`config.mk`:
```
export PLATFORM = sky130hd
export DESIGN_NAME = axi4_arbiter2_flat
export DESIGN_NICKNAME = d
export VERILOG_FILES = /design/src/rtl/axi4_arbiter2_if.sv /design/src/rtl/axi4_arbiter2.sv /design/src/flat_wrapper.sv
export SDC_FILE = /design/constraint.sdc
export NUM_CORES = 1
export LEC_CHECK = 0
export ABC_AREA = 1
export CORE_AREA = 5 5 204 206
export CTS_CLUSTER_SIZE = 20
export DETAILED_ROUTE_END_ITERATION = 12
export DIE_AREA = 0 0 209 211
export DONT_BUFFER_PORTS = 1
export SYNTH_ARGS = -nofsm -noshare
export SYNTH_HDL_FRONTEND = slang
export SYNTH_SLANG_ARGS = --single-unit
export TNS_END_PERCENT = 1
```
`constraint.sdc`:
```
create_clock -name clk -period 1.6 [get_ports clk]
set_clock_uncertainty 0.05 [all_clocks]
set_input_delay 0.32 -clock clk [delete_from_list [all_inputs] [get_ports clk]]
set_output_delay 0.32 -clock clk [all_outputs]
set_load 0.05 [all_outputs]
```
`src/rtl/axi4_arbiter2_if.sv`:
```
// axi4_ifc: AXI4 bus bundle shared by the two upstream masters and the downstream slave.
interface axi4_ifc #(
  parameter int AWIDTH = 32,
  parameter int DWIDTH = 32,
  parameter int IWIDTH = 1
);
  logic [IWIDTH-1:0] awid;
  logic [AWIDTH-1:0] awaddr;
  logic [7:0]        awlen;
  logic [2:0]        awsize;
  logic [1:0]        awburst;
  logic              awvalid;
  logic              awready;
  logic [DWIDTH-1:0] wdata;
  logic [3:0]        wstrb;
  logic              wlast;
  logic              wvalid;
  logic              wready;
  logic [IWIDTH-1:0] bid;
  logic [1:0]        bresp;
  logic              bvalid;
  logic              bready;
  logic [IWIDTH-1:0] arid;
  logic [AWIDTH-1:0] araddr;
  logic [7:0]        arlen;
  logic [2:0]        arsize;
  logic [1:0]        arburst;
  logic              arvalid;
  logic              arready;
  logic [IWIDTH-1:0] rid;
  logic [DWIDTH-1:0] rdata;
  logic [1:0]        rresp;
  logic              rlast;
  logic              rvalid;
  logic              rready;
  modport master (
    output awid, awaddr, awlen, awsize, awburst, awvalid, wdata, wstrb, wlast, wvalid, bready,
    output arid, araddr, arlen, arsize, arburst, arvalid, rready,
    input  awready, wready, bid, bresp, bvalid, arready, rid, rdata, rresp, rlast, rvalid
  );
  modport slave (
    input  awid, awaddr, awlen, awsize, awburst, awvalid, wdata, wstrb, wlast, wvalid, bready,
    input  arid, araddr, arlen, arsize, arburst, arvalid, rready,
    output awready, wready, bid, bresp, bvalid, arready, rid, rdata, rresp, rlast, rvalid
  );
endinterface

```
`src/rtl/axi4_arbiter2.sv`:
```
// axi4_arbiter2: 2:1 AXI4 arbiter, independent read/write FSMs, one transaction per direction.
// Define AXI4_ARB_FIXED_PRIO_EN to replace round-robin with fixed s0 priority.
module axi4_arbiter2 (
  input logic    clk,
  input logic    reset,
  axi4_ifc.slave  s0,
  axi4_ifc.slave  s1,
  axi4_ifc.master m
);
  typedef enum logic [1:0] {W_IDLE, W_ADDR, W_DATA, W_RESP} w_state_t;
  typedef enum logic [1:0] {R_IDLE, R_ADDR, R_DATA} r_state_t;
  w_state_t r_ws;
  r_state_t r_rs;
  logic r_wg, r_rg;
  logic w_wnext, w_rnext;
  logic w_wa, w_wd, w_wb, w_ra, w_rd, w_b0, w_b1, w_r0, w_r1;
  assign w_wa = r_ws == W_ADDR;
  assign w_wd = r_ws == W_DATA;
  assign w_wb = r_ws == W_RESP;
  assign w_ra = r_rs == R_ADDR;
  assign w_rd = r_rs == R_DATA;
  assign w_b0 = w_wb && !r_wg;
  assign w_b1 = w_wb && r_wg;
  assign w_r0 = w_rd && !r_rg;
  assign w_r1 = w_rd && r_rg;
`ifdef AXI4_ARB_FIXED_PRIO_EN
  assign w_wnext = !s0.awvalid;
  assign w_rnext = !s0.arvalid;
`else
  logic r_wp, r_rp;
  // r_wp/r_rp hold the port that wins the next tie
  assign w_wnext = (s0.awvalid && s1.awvalid) ? r_wp : s1.awvalid;
  assign w_rnext = (s0.arvalid && s1.arvalid) ? r_rp : s1.arvalid;
  always_ff @(posedge clk) begin
    if (reset) begin
      r_wp <= 1'b0;
      r_rp <= 1'b0;
    end else begin
      if (w_wb && m.bvalid && m.bready) r_wp <= !r_wg;
      if (w_rd && m.rvalid && m.rready && m.rlast) r_rp <= !r_rg;
    end
  end
`endif
  always_ff @(posedge clk) begin
    if (reset) begin
      r_ws <= W_IDLE;
      r_wg <= 1'b0;
    end else begin
      case (r_ws)
        W_IDLE: if (s0.awvalid || s1.awvalid) begin
          r_wg <= w_wnext;
          r_ws <= W_ADDR;
        end
        W_ADDR: if (m.awvalid && m.awready) r_ws <= W_DATA;
        W_DATA: if (m.wvalid && m.wready && m.wlast) r_ws <= W_RESP;
        W_RESP: if (m.bvalid && m.bready) r_ws <= W_IDLE;
      endcase
    end
  end
  always_ff @(posedge clk) begin
    if (reset) begin
      r_rs <= R_IDLE;
      r_rg <= 1'b0;
    end else begin
      case (r_rs)
        R_IDLE: if (s0.arvalid || s1.arvalid) begin
          r_rg <= w_rnext;
          r_rs <= R_ADDR;
        end
        R_ADDR: if (m.arvalid && m.arready) r_rs <= R_DATA;
        R_DATA: if (m.rvalid && m.rready && m.rlast) r_rs <= R_IDLE;
        default: r_rs <= R_IDLE;
      endcase
    end
  end
  always_comb begin
    m.awid     = w_wa ? (r_wg ? s1.awid : s0.awid) : '0;
    m.awaddr   = w_wa ? (r_wg ? s1.awaddr : s0.awaddr) : '0;
    m.awlen    = w_wa ? (r_wg ? s1.awlen : s0.awlen) : '0;
    m.awsize   = w_wa ? (r_wg ? s1.awsize : s0.awsize) : '0;
    m.awburst  = w_wa ? (r_wg ? s1.awburst : s0.awburst) : '0;
    m.awvalid  = w_wa && (r_wg ? s1.awvalid : s0.awvalid);
    m.wdata    = w_wd ? (r_wg ? s1.wdata : s0.wdata) : '0;
    m.wstrb    = w_wd ? (r_wg ? s1.wstrb : s0.wstrb) : '0;
    m.wlast    = w_wd && (r_wg ? s1.wlast : s0.wlast);
    m.wvalid   = w_wd && (r_wg ? s1.wvalid : s0.wvalid);
    m.bready   = w_wb && (r_wg ? s1.bready : s0.bready);
    s0.awready = w_wa && !r_wg && m.awready;
    s1.awready = w_wa && r_wg && m.awready;
    s0.wready  = w_wd && !r_wg && m.wready;
    s1.wready  = w_wd && r_wg && m.wready;
    s0.bvalid  = w_b0 && m.bvalid;
    s1.bvalid  = w_b1 && m.bvalid;
    s0.bid     = w_b0 ? m.bid : '0;
    s1.bid     = w_b1 ? m.bid : '0;
    s0.bresp   = w_b0 ? m.bresp : '0;
    s1.bresp   = w_b1 ? m.bresp : '0;
  end
  always_comb begin
    m.arid     = w_ra ? (r_rg ? s1.arid : s0.arid) : '0;
    m.araddr   = w_ra ? (r_rg ? s1.araddr : s0.araddr) : '0;
    m.arlen    = w_ra ? (r_rg ? s1.arlen : s0.arlen) : '0;
    m.arsize   = w_ra ? (r_rg ? s1.arsize : s0.arsize) : '0;
    m.arburst  = w_ra ? (r_rg ? s1.arburst : s0.arburst) : '0;
    m.arvalid  = w_ra && (r_rg ? s1.arvalid : s0.arvalid);
    m.rready   = w_rd && (r_rg ? s1.rready : s0.rready);
    s0.arready = w_ra && !r_rg && m.arready;
    s1.arready = w_ra && r_rg && m.arready;
    s0.rvalid  = w_r0 && m.rvalid;
    s1.rvalid  = w_r1 && m.rvalid;
    s0.rlast   = w_r0 && m.rlast;
    s1.rlast   = w_r1 && m.rlast;
    s0.rid     = w_r0 ? m.rid : '0;
    s1.rid     = w_r1 ? m.rid : '0;
    s0.rdata   = w_r0 ? m.rdata : '0;
    s1.rdata   = w_r1 ? m.rdata : '0;
    s0.rresp   = w_r0 ? m.rresp : '0;
    s1.rresp   = w_r1 ? m.rresp : '0;
  end
endmodule

```
`src/flat_wrapper.sv`:
```
// flat-port wrapper written by rule: the top's interface ports become plain ports
module axi4_arbiter2_flat 
  (clk, reset, s0_awid, s0_awaddr, s0_awlen, s0_awsize, s0_awburst, s0_awvalid, s0_wdata, s0_wstrb, s0_wlast, s0_wvalid, s0_bready, s0_arid, s0_araddr, s0_arlen, s0_arsize, s0_arburst, s0_arvalid, s0_rready, s0_awready, s0_wready, s0_bid, s0_bresp, s0_bvalid, s0_arready, s0_rid, s0_rdata, s0_rresp, s0_rlast, s0_rvalid, s1_awid, s1_awaddr, s1_awlen, s1_awsize, s1_awburst, s1_awvalid, s1_wdata, s1_wstrb, s1_wlast, s1_wvalid, s1_bready, s1_arid, s1_araddr, s1_arlen, s1_arsize, s1_arburst, s1_arvalid, s1_rready, s1_awready, s1_wready, s1_bid, s1_bresp, s1_bvalid, s1_arready, s1_rid, s1_rdata, s1_rresp, s1_rlast, s1_rvalid, m_awid, m_awaddr, m_awlen, m_awsize, m_awburst, m_awvalid, m_wdata, m_wstrb, m_wlast, m_wvalid, m_bready, m_arid, m_araddr, m_arlen, m_arsize, m_arburst, m_arvalid, m_rready, m_awready, m_wready, m_bid, m_bresp, m_bvalid, m_arready, m_rid, m_rdata, m_rresp, m_rlast, m_rvalid);
  axi4_ifc #(.AWIDTH(32), .DWIDTH(32), .IWIDTH(1)) s0_i ();
  axi4_ifc #(.AWIDTH(32), .DWIDTH(32), .IWIDTH(1)) s1_i ();
  axi4_ifc #(.AWIDTH(32), .DWIDTH(32), .IWIDTH(1)) m_i ();
  input logic clk;
  input logic reset;
  input wire logic [$bits(s0_i.awid)-1:0] s0_awid;
  input wire logic [$bits(s0_i.awaddr)-1:0] s0_awaddr;
  input wire logic [$bits(s0_i.awlen)-1:0] s0_awlen;
  input wire logic [$bits(s0_i.awsize)-1:0] s0_awsize;
  input wire logic [$bits(s0_i.awburst)-1:0] s0_awburst;
  input wire logic [$bits(s0_i.awvalid)-1:0] s0_awvalid;
  input wire logic [$bits(s0_i.wdata)-1:0] s0_wdata;
  input wire logic [$bits(s0_i.wstrb)-1:0] s0_wstrb;
  input wire logic [$bits(s0_i.wlast)-1:0] s0_wlast;
  input wire logic [$bits(s0_i.wvalid)-1:0] s0_wvalid;
  input wire logic [$bits(s0_i.bready)-1:0] s0_bready;
  input wire logic [$bits(s0_i.arid)-1:0] s0_arid;
  input wire logic [$bits(s0_i.araddr)-1:0] s0_araddr;
  input wire logic [$bits(s0_i.arlen)-1:0] s0_arlen;
  input wire logic [$bits(s0_i.arsize)-1:0] s0_arsize;
  input wire logic [$bits(s0_i.arburst)-1:0] s0_arburst;
  input wire logic [$bits(s0_i.arvalid)-1:0] s0_arvalid;
  input wire logic [$bits(s0_i.rready)-1:0] s0_rready;
  output wire logic [$bits(s0_i.awready)-1:0] s0_awready;
  output wire logic [$bits(s0_i.wready)-1:0] s0_wready;
  output wire logic [$bits(s0_i.bid)-1:0] s0_bid;
  output wire logic [$bits(s0_i.bresp)-1:0] s0_bresp;
  output wire logic [$bits(s0_i.bvalid)-1:0] s0_bvalid;
  output wire logic [$bits(s0_i.arready)-1:0] s0_arready;
  output wire logic [$bits(s0_i.rid)-1:0] s0_rid;
  output wire logic [$bits(s0_i.rdata)-1:0] s0_rdata;
  output wire logic [$bits(s0_i.rresp)-1:0] s0_rresp;
  output wire logic [$bits(s0_i.rlast)-1:0] s0_rlast;
  output wire logic [$bits(s0_i.rvalid)-1:0] s0_rvalid;
  input wire logic [$bits(s1_i.awid)-1:0] s1_awid;
  input wire logic [$bits(s1_i.awaddr)-1:0] s1_awaddr;
  input wire logic [$bits(s1_i.awlen)-1:0] s1_awlen;
  input wire logic [$bits(s1_i.awsize)-1:0] s1_awsize;
  input wire logic [$bits(s1_i.awburst)-1:0] s1_awburst;
  input wire logic [$bits(s1_i.awvalid)-1:0] s1_awvalid;
  input wire logic [$bits(s1_i.wdata)-1:0] s1_wdata;
  input wire logic [$bits(s1_i.wstrb)-1:0] s1_wstrb;
  input wire logic [$bits(s1_i.wlast)-1:0] s1_wlast;
  input wire logic [$bits(s1_i.wvalid)-1:0] s1_wvalid;
  input wire logic [$bits(s1_i.bready)-1:0] s1_bready;
  input wire logic [$bits(s1_i.arid)-1:0] s1_arid;
  input wire logic [$bits(s1_i.araddr)-1:0] s1_araddr;
  input wire logic [$bits(s1_i.arlen)-1:0] s1_arlen;
  input wire logic [$bits(s1_i.arsize)-1:0] s1_arsize;
  input wire logic [$bits(s1_i.arburst)-1:0] s1_arburst;
  input wire logic [$bits(s1_i.arvalid)-1:0] s1_arvalid;
  input wire logic [$bits(s1_i.rready)-1:0] s1_rready;
  output wire logic [$bits(s1_i.awready)-1:0] s1_awready;
  output wire logic [$bits(s1_i.wready)-1:0] s1_wready;
  output wire logic [$bits(s1_i.bid)-1:0] s1_bid;
  output wire logic [$bits(s1_i.bresp)-1:0] s1_bresp;
  output wire logic [$bits(s1_i.bvalid)-1:0] s1_bvalid;
  output wire logic [$bits(s1_i.arready)-1:0] s1_arready;
  output wire logic [$bits(s1_i.rid)-1:0] s1_rid;
  output wire logic [$bits(s1_i.rdata)-1:0] s1_rdata;
  output wire logic [$bits(s1_i.rresp)-1:0] s1_rresp;
  output wire logic [$bits(s1_i.rlast)-1:0] s1_rlast;
  output wire logic [$bits(s1_i.rvalid)-1:0] s1_rvalid;
  output wire logic [$bits(m_i.awid)-1:0] m_awid;
  output wire logic [$bits(m_i.awaddr)-1:0] m_awaddr;
  output wire logic [$bits(m_i.awlen)-1:0] m_awlen;
  output wire logic [$bits(m_i.awsize)-1:0] m_awsize;
  output wire logic [$bits(m_i.awburst)-1:0] m_awburst;
  output wire logic [$bits(m_i.awvalid)-1:0] m_awvalid;
  output wire logic [$bits(m_i.wdata)-1:0] m_wdata;
  output wire logic [$bits(m_i.wstrb)-1:0] m_wstrb;
  output wire logic [$bits(m_i.wlast)-1:0] m_wlast;
  output wire logic [$bits(m_i.wvalid)-1:0] m_wvalid;
  output wire logic [$bits(m_i.bready)-1:0] m_bready;
  output wire logic [$bits(m_i.arid)-1:0] m_arid;
  output wire logic [$bits(m_i.araddr)-1:0] m_araddr;
  output wire logic [$bits(m_i.arlen)-1:0] m_arlen;
  output wire logic [$bits(m_i.arsize)-1:0] m_arsize;
  output wire logic [$bits(m_i.arburst)-1:0] m_arburst;
  output wire logic [$bits(m_i.arvalid)-1:0] m_arvalid;
  output wire logic [$bits(m_i.rready)-1:0] m_rready;
  input wire logic [$bits(m_i.awready)-1:0] m_awready;
  input wire logic [$bits(m_i.wready)-1:0] m_wready;
  input wire logic [$bits(m_i.bid)-1:0] m_bid;
  input wire logic [$bits(m_i.bresp)-1:0] m_bresp;
  input wire logic [$bits(m_i.bvalid)-1:0] m_bvalid;
  input wire logic [$bits(m_i.arready)-1:0] m_arready;
  input wire logic [$bits(m_i.rid)-1:0] m_rid;
  input wire logic [$bits(m_i.rdata)-1:0] m_rdata;
  input wire logic [$bits(m_i.rresp)-1:0] m_rresp;
  input wire logic [$bits(m_i.rlast)-1:0] m_rlast;
  input wire logic [$bits(m_i.rvalid)-1:0] m_rvalid;
  assign s0_i.awid = s0_awid;
  assign s0_i.awaddr = s0_awaddr;
  assign s0_i.awlen = s0_awlen;
  assign s0_i.awsize = s0_awsize;
  assign s0_i.awburst = s0_awburst;
  assign s0_i.awvalid = s0_awvalid;
  assign s0_i.wdata = s0_wdata;
  assign s0_i.wstrb = s0_wstrb;
  assign s0_i.wlast = s0_wlast;
  assign s0_i.wvalid = s0_wvalid;
  assign s0_i.bready = s0_bready;
  assign s0_i.arid = s0_arid;
  assign s0_i.araddr = s0_araddr;
  assign s0_i.arlen = s0_arlen;
  assign s0_i.arsize = s0_arsize;
  assign s0_i.arburst = s0_arburst;
  assign s0_i.arvalid = s0_arvalid;
  assign s0_i.rready = s0_rready;
  assign s0_awready = s0_i.awready;
  assign s0_wready = s0_i.wready;
  assign s0_bid = s0_i.bid;
  assign s0_bresp = s0_i.bresp;
  assign s0_bvalid = s0_i.bvalid;
  assign s0_arready = s0_i.arready;
  assign s0_rid = s0_i.rid;
  assign s0_rdata = s0_i.rdata;
  assign s0_rresp = s0_i.rresp;
  assign s0_rlast = s0_i.rlast;
  assign s0_rvalid = s0_i.rvalid;
  assign s1_i.awid = s1_awid;
  assign s1_i.awaddr = s1_awaddr;
  assign s1_i.awlen = s1_awlen;
  assign s1_i.awsize = s1_awsize;
  assign s1_i.awburst = s1_awburst;
  assign s1_i.awvalid = s1_awvalid;
  assign s1_i.wdata = s1_wdata;
  assign s1_i.wstrb = s1_wstrb;
  assign s1_i.wlast = s1_wlast;
  assign s1_i.wvalid = s1_wvalid;
  assign s1_i.bready = s1_bready;
  assign s1_i.arid = s1_arid;
  assign s1_i.araddr = s1_araddr;
  assign s1_i.arlen = s1_arlen;
  assign s1_i.arsize = s1_arsize;
  assign s1_i.arburst = s1_arburst;
  assign s1_i.arvalid = s1_arvalid;
  assign s1_i.rready = s1_rready;
  assign s1_awready = s1_i.awready;
  assign s1_wready = s1_i.wready;
  assign s1_bid = s1_i.bid;
  assign s1_bresp = s1_i.bresp;
  assign s1_bvalid = s1_i.bvalid;
  assign s1_arready = s1_i.arready;
  assign s1_rid = s1_i.rid;
  assign s1_rdata = s1_i.rdata;
  assign s1_rresp = s1_i.rresp;
  assign s1_rlast = s1_i.rlast;
  assign s1_rvalid = s1_i.rvalid;
  assign m_awid = m_i.awid;
  assign m_awaddr = m_i.awaddr;
  assign m_awlen = m_i.awlen;
  assign m_awsize = m_i.awsize;
  assign m_awburst = m_i.awburst;
  assign m_awvalid = m_i.awvalid;
  assign m_wdata = m_i.wdata;
  assign m_wstrb = m_i.wstrb;
  assign m_wlast = m_i.wlast;
  assign m_wvalid = m_i.wvalid;
  assign m_bready = m_i.bready;
  assign m_arid = m_i.arid;
  assign m_araddr = m_i.araddr;
  assign m_arlen = m_i.arlen;
  assign m_arsize = m_i.arsize;
  assign m_arburst = m_i.arburst;
  assign m_arvalid = m_i.arvalid;
  assign m_rready = m_i.rready;
  assign m_i.awready = m_awready;
  assign m_i.wready = m_wready;
  assign m_i.bid = m_bid;
  assign m_i.bresp = m_bresp;
  assign m_i.bvalid = m_bvalid;
  assign m_i.arready = m_arready;
  assign m_i.rid = m_rid;
  assign m_i.rdata = m_rdata;
  assign m_i.rresp = m_rresp;
  assign m_i.rlast = m_rlast;
  assign m_i.rvalid = m_rvalid;
  axi4_arbiter2 u_core (.clk(clk), .reset(reset), .s0(s0_i), .s1(s1_i), .m(m_i));
endmodule
```
==> run_1/placed.png <==
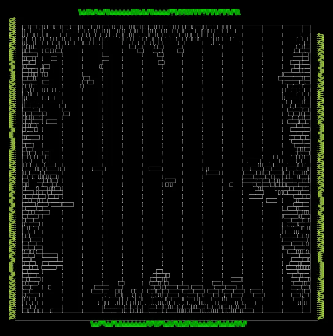
Layout fillers: 4,276
Seq area share: 2.07%
num rows: 73
Core ar.: 39,500 um2
fin util: 21.7%

==> run_1/m3.png <==
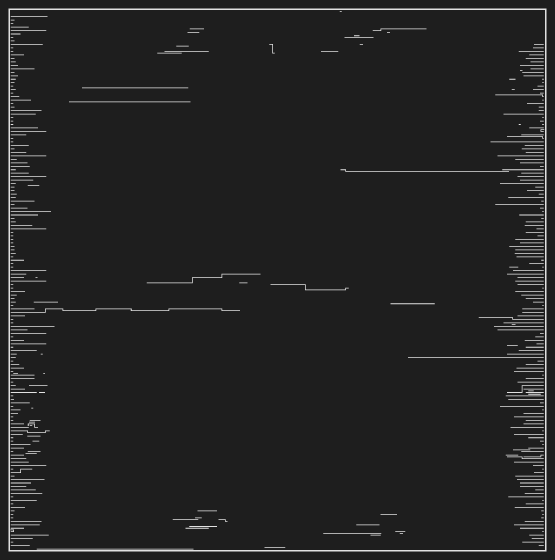
nets with wire on the layer: 333
share of all routed wire: 9.7%
wire length on this layer: 2,500 um
via count: 5,555
global routing met3 resource utilization: 3.77%
total wire length: 25,900 um

==> run_1/sizing.png <==
Bar = 50 um.
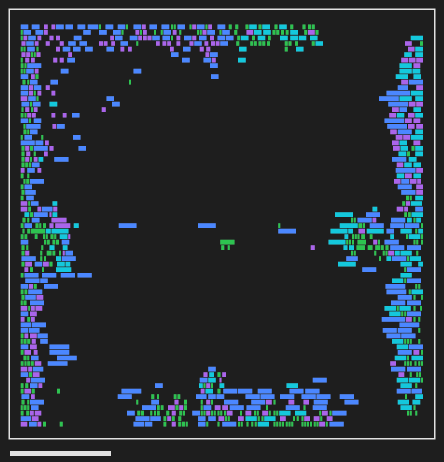
| colour | size | cells | share | most used |
|---|---|---|---|---|
| blue | x6 and larger | 223 | 26% | buf_6 |
| cyan | x3 and x4 | 112 | 13% | nand2_4 |
| purple | x2 | 192 | 23% | nor2_2 |
| green | x1 and smaller | 326 | 38% | nand2_1 |
bufs w/o clock: 238
area delta synth->final: 174%
final worst slack: -321 ps
Design Area, Final: 8570 um2

run 1: power by group through the flow:
stage                     Combinational (W)  Clock [W]  Sequential (W)
after floorplan                     0.00450          0        0.000260
after detailed placement            0.00683          0        0.000276
after CTS                           0.00837   0.000487        0.000315
after global placement              0.00672          0        0.000274
final                               0.00853   0.000467        0.000319
after global routing                0.00892   0.000510        0.000327
run 1: flip-flops by register name, indices dropped and copies added, names as in the netlist:
signal,count
u_core.r_rp,1
u_core.r_wp,1
u_core.r_wg,1
u_core.r_rg,1
u_core.r_ws,2
u_core.r_rs,2
run 1: cells in the final DEF (no fill, tap or decap), types with 3 or more instances in the layout:
master / synthesis / final
nand2_2: 6 / 35
nor2_1: 89 / 11
dfxtp_4: 0 / 4
a21oi_4: 0 / 26
clkbuf_16: 0 / 3
nand3_2: 1 / 53
ha_4: 0 / 3
a21oi_1: 54 / 7
inv_4: 0 / 4
buf_12: 0 / 75
a21oi_2: 0 / 21
inv_2: 3 / 4
nand2_4: 0 / 38
buf_16: 0 / 13
nand2_1: 198 / 129
nor2_2: 1 / 76
buf_6: 1 / 113
nor2_4: 3 / 6
nand3_4: 0 / 7
nand3_1: 175 / 116
buf_4: 4 / 21
buf_8: 0 / 14
inv_1: 57 / 51
run 1: final cells by class:
| cell class | count | area [um2] | area share, % |
|---|---|---|---|
| Inverter | 60 | 248 | 2.89 |
| Timing Repair Buffer | 238 | 3560 | 41.6 |
| Clock buffer | 4 | 78.8 | 0.920 |
| Multi-Input combinational cell | 543 | 3840 | 44.8 |
| Sequential cell | 8 | 178 | 2.07 |
| Tap cell | 525 | 657 | 7.67 |
| Antenna cell | 2 | 5.00 | 0.0584 |
run 1: layer usage:
layer  up-vias  share of wire (%)  track usage (%)
met5         -                  0                0
met3        38                9.7             3.77
met4         0                2.8             2.77
met2       391                 53             20.1
met1      2602                 34             11.2
li1       2524                  -                -
run 1: cell families (layout without fill, tap and decap cells):
| kind of cell | count (synthesis) | count (layout) |
|---|---|---|
| adders and majority gates | 5 | 5 |
| DFF | 8 | 8 |
| buffers and inverters | 120 | 302 |
| AOI/OAI and AO/OA | 59 | 59 |
| other | 0 | 2 |
| and+or+nand+nor | 479 | 479 |
run 1: timing repair:
| item | CTS | global route |
|---|---|---|
| gates cloned | 14 | 0 |
| buffers inserted | 13 | 1 |
| hold buffers | 0 | 0 |
| pin swaps | 62 | 31 |
| gates resized | 299 | 63 |
| endpoints found under the setup margin | 224 | 226 |
run 1: worst paths after layout:
| check | from | end | slack, ps | cells past startpoint |
|---|---|---|---|---|
| min | reset | u_core.r_wg | 80 | 1 |
| max reg2reg | u_core.r_ws[0] | u_core.r_ws[1] | 40 | 12 |
| min reg2reg | u_core.r_rp | u_core.r_rp | 410 | 2 |
| max | u_core.r_rs[1] | m_araddr[17] | -320 | 8 |
run 1: metrics by stage:
stage	setup slack (ps)	hold WS (ps)	instance area, um2	util, %
2_1_floorplan	-216	339	3680	-
3_3_place_gp	-125	339	6500	16.5
3_5_place_dp	-165	337	6500	16.5
4_1_cts	-284	72.2	8300	21.0
5_1_grt	-380	67.0	8570	21.7
6_report	-321	82.4	8570	21.7
==> run summary, run 1 <==
fresh numbers from the pnr run: AND-OR/OR-AND share of the synthesized area=9.73%, first-pass GRT wire length=36,500 um, #FFs+latches synth=8, Pre-antenna DRT Iters=9, most frequent cell on the critical path=buf_12, OpenROAD warnings=33, clk sinks=8, synthesized area=3120 um2, critical path type=reg2out, CP max-delay cell=dfxtp_2, Synth logic family=simple AND/OR/NAND/NOR gates, Sequential Power Share=3.4%, Post-synth top flop=dfxtp_1, Sw Pwr=0.00544 W, total global routing track utilization=10.6%, final setup fails=222, WL/cell=18.7 um, Netlist cell types=24, flip-flops with a built-in enable=0, largest area contributor in the netlist=nand3_1, fin crit share=120%, Max Freq=521 MHz, PD cells=1090 nW/um2, layout cells sized above 1=61.8%, Synth Area in Simple Gates=66.5%, MaxCap Viol Count=0, FA/HA/MAJ Cells, Area Fraction=2.00%, htree depth=1, failing checks=setup timing, Tot Pwr=0.00932 W, most instantiated library cell after synthesis=nand2_1, yosys xor share=0%, Tmin final=1920 ps, yosys stat chip area=3120 um2, Syn Nets=990, Critical Path RT=1230 ps, Post-synth ARST share=0%, max incr delay on CP=320 ps, Sw Share=58.4%, RSZ-0062 raised after global routing=true, die height=211 um, starting DRC count in detailed routing=275, vias in the first global route=5,698, CP top delay family=buffers and inverters, Synth area leaders=nand3_1 28%, nand2_1 24%, nor2_1 11%, total congestion overflow=0, I/O Pins=536, post-DP HPWL=20,100 um, vias per cell=4.03, final worst slack=-321 ps, GPL Wtd Cong=0.872, status=finished, violations left, Slew headroom=69.7%, Reg clk slew, reported paths=40 ps, Clk pwr share=5.0%
--- run 2 (diff from run 1) ---
Settings changed: CTS_CLUSTER_SIZE 20 to 10, RECOVER_POWER set to 25.
==> run_2/sizing.png <==
Bar = 50 um.
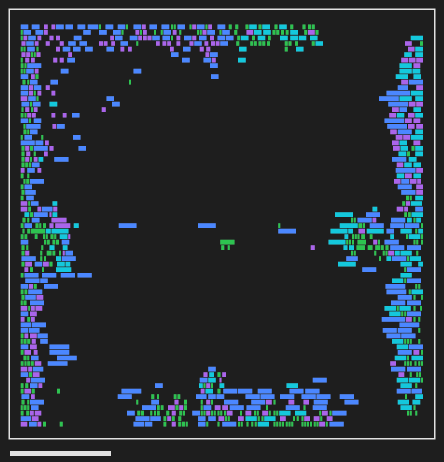
| colour | size | cells | share | most used |
|---|---|---|---|---|
| purple | x2 | 192 | 23% | nor2_2 |
| cyan | x3 and x4 | 112 | 13% | nand2_4 |
| blue | x6 and larger | 223 | 26% | buf_6 |
| green | x1 and smaller | 326 | 38% | nand2_1 |

==> run 2 against run 1 <==
Compared with the run above: synthesized cell count unchanged; clock power about the same; setup slack unchanged; largest power group unchanged; utilization unchanged; first-iteration DRC count is the same; the flow still finishes with violations (setup timing); maximum frequency is the same.
==> run summary, run 2 <==
fresh numbers from the pnr run: Critical Path AT=1550 ps, Regs by FF count=u_core.r_rs x2, u_core.r_ws x2, PD cells=1090 nW/um2 (unchanged), clk sinks=8 (unchanged), Commonest Layout Cell=nand2_1, Worst setup EP type=output pin, clock root cell=clkbuf_16, vias in the first global route=5,698 (unchanged), Core ar.=39,500 um2 (unchanged), Post-synth top cells=198 x nand2_1, 175 x nand3_1, 89 x nor2_1, num rows=73 (unchanged), yosys warns=0, hold buffers post-CTS=0 (unchanged), Netlist cell types=24 (unchanged), flip-flops with a built-in enable=0 (unchanged), min-delay src=reset, total global routing track utilization=10.6% (unchanged), largest net degree at the start of global routing=44, total wire length=25,900 um (unchanged), htree depth=1 (unchanged), Reg2Reg Depth=12 (unchanged), Reg clk slew, reported paths=40 ps (about the same), layout cells sized above 1=61.8% (unchanged), WL/cell=18.7 um (unchanged), max incr delay on CP=320 ps (about the same), starting DRC count in detailed routing=275 (unchanged), Die ar.=44,100 um2, die width=209 um, total congestion overflow=0 (unchanged), most instantiated library cell after synthesis=nand2_1, MaxCap Viol Count=0 (unchanged), Synth area leaders=nand3_1 28%, nand2_1 24%, nor2_1 11%, Syn Nets=990 (unchanged), Hold WC Path Type=in2reg, Pre-antenna DRT Iters=9 (unchanged), Sw Share=58.4% (unchanged), Post-synth top flop=dfxtp_1, final setup fails=222 (unchanged), Synth top area share=28.0%, Synth logic family=simple AND/OR/NAND/NOR gates, fin crit share=120% (unchanged), Slew Viols, Final=0, Max Freq=521 MHz (unchanged), yosys xor share=0% (unchanged), #FFs+latches synth=8 (unchanged), TritonCTS clock tree=done, hold path endpoint=u_core.r_wg, critical path type=reg2out, synthesized area=3120 um2 (unchanged), via count=5,555 (unchanged), GPL Wtd Cong=0.872 (unchanged), clock buffer depth=2, final worst slack=-321 ps (unchanged), Reg2Reg Setup Slack=40 ps (about the same), FA/HA/MAJ Cells, Area Fraction=2.00% (unchanged), die height=211 um (unchanged), combinational power share=91.6%, first-pass GRT wire length=36,500 um (unchanged), Synth Area in Simple Gates=66.5% (unchanged), Critical Path RT=1230 ps (about the same), most frequent logic cells in the routed design=129 x nand2_1, 116 x nand3_1, 113 x buf_6, Post-synth ARST share=0% (unchanged), Sequential Power Share=3.4% (about the same), OpenROAD warnings=33 (unchanged), FP Core Util=7.92%, I/O Pins=536 (unchanged), post-DP HPWL=20,100 um (unchanged), CP max-delay cell=dfxtp_2, most frequent cell on the critical path=buf_12, instance count of the mapped netlist=671, largest area contributor in the netlist=nand3_1, vias per cell=4.03 (unchanged), failing checks=setup timing, Tmin final=1920 ps (unchanged), yosys stat chip area=3120 um2 (unchanged), status=finished, violations left, Layout fillers=4,276 (unchanged), area delta synth->final=174% (unchanged), Min-Delay Path Depth=1 (unchanged), RSZ-0062 raised after global routing=true, Clk pwr share=5.0% (about the same), AND-OR/OR-AND share of the synthesized area=9.73% (unchanged), Hold WS=82.4 ps (unchanged), r2r startpoint=u_core.r_ws[0], Slew headroom=69.7% (unchanged), r2r endpoint=u_core.r_ws[1], Sw Pwr=0.00544 W (unchanged)
==> run_2/m3.png <==
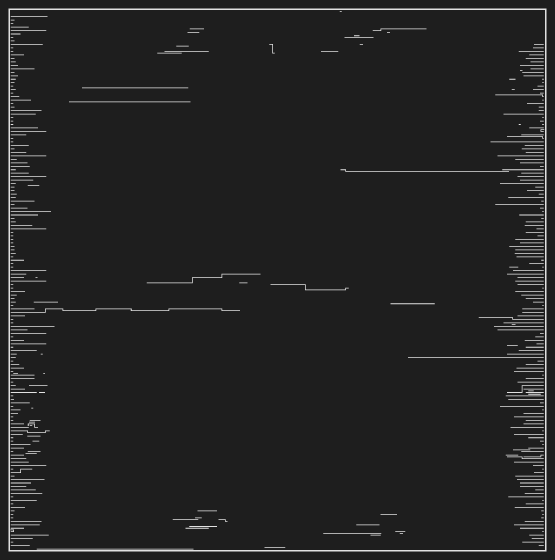
main direction: horizontal
longest straight run: 63.7 um

run 2: cell families after synthesis:
logic type      Yosys count
compound gates           59
fa+ha+maj                 5
buf+inv                 120
flops                     8
simple gates            479
run 2: metal layers:
layer / vias to the layer above / global-route usage (%) / part of all wire, %
li1: 2524 / - / -
met5: - / 0 / 0
met3: 38 / 3.77 / 9.7
met1: 2602 / 11.2 / 34
met4: 0 / 2.77 / 2.8
met2: 391 / 20.1 / 53
run 2: how the worst max path moves through the flow:
| stage | start | cells after the start | end |
|---|---|---|---|
| 4_1_cts | u_core.r_rs[1] | 8 | m_araddr[11] |
| 3_3_place_gp | u_core.r_wg | 6 | m_awaddr[30] |
| 3_5_place_dp | u_core.r_wg | 6 | m_awaddr[30] |
| 2_1_floorplan | u_core.r_ws[0] | 5 | s0_bid |
| 6_report | u_core.r_rs[1] | 8 | m_araddr[17] |
| 5_1_grt | u_core.r_rs[1] | 8 | m_araddr[17] |
run 2: final cells by class:
class	instances	area [um2]	share of cell area, %
repair buffers	238	3560	41.6
diodes	2	5.00	0.0584
inverters	60	248	2.89
well taps	525	657	7.67
multi-input cells	543	3840	44.8
flip-flops and latches	8	178	2.07
clock buffers	4	78.8	0.920
run 2: power groups by stage:
stage	Sequential, W	Clock, W	Combinational [W]
2_1_floorplan	0.000260	0	0.00450
3_3_place_gp	0.000274	0	0.00672
3_5_place_dp	0.000276	0	0.00683
4_1_cts	0.000315	0.000487	0.00837
5_1_grt	0.000327	0.000510	0.00892
6_report	0.000319	0.000467	0.00853
run 2: worst max-delay path: cells and delay by family (launching register included):
| kind | cells | cell delay [ps] |
|---|---|---|
| buffers and inverters | 5 | 640 |
| flip-flops | 1 | 320 |
| AND/OR/NAND/NOR | 3 | 340 |
run 2: stage by stage:
step           TNS [ps]  worst slack, ps  power [W]  cell area, um2  util, %
4_1_cts          -44300             -284    0.00917            8300     21.0
2_1_floorplan    -30970             -216    0.00476            3680        -
3_3_place_gp      -3920             -125    0.00700            6500     16.5
6_report         -46110             -321    0.00932            8570     21.7
5_1_grt          -63080             -380    0.00976            8570     21.7
3_5_place_dp      -7430             -165    0.00710            6500     16.5
run 2: timing repair:
item                       CTS  global route
buffers inserted            13             1
setup endpoints to repair  224           226
gates cloned                14             0
resized                    299            63
pin swaps                   62            31
No activity file was given, so power comes from the tool's default toggle rates.
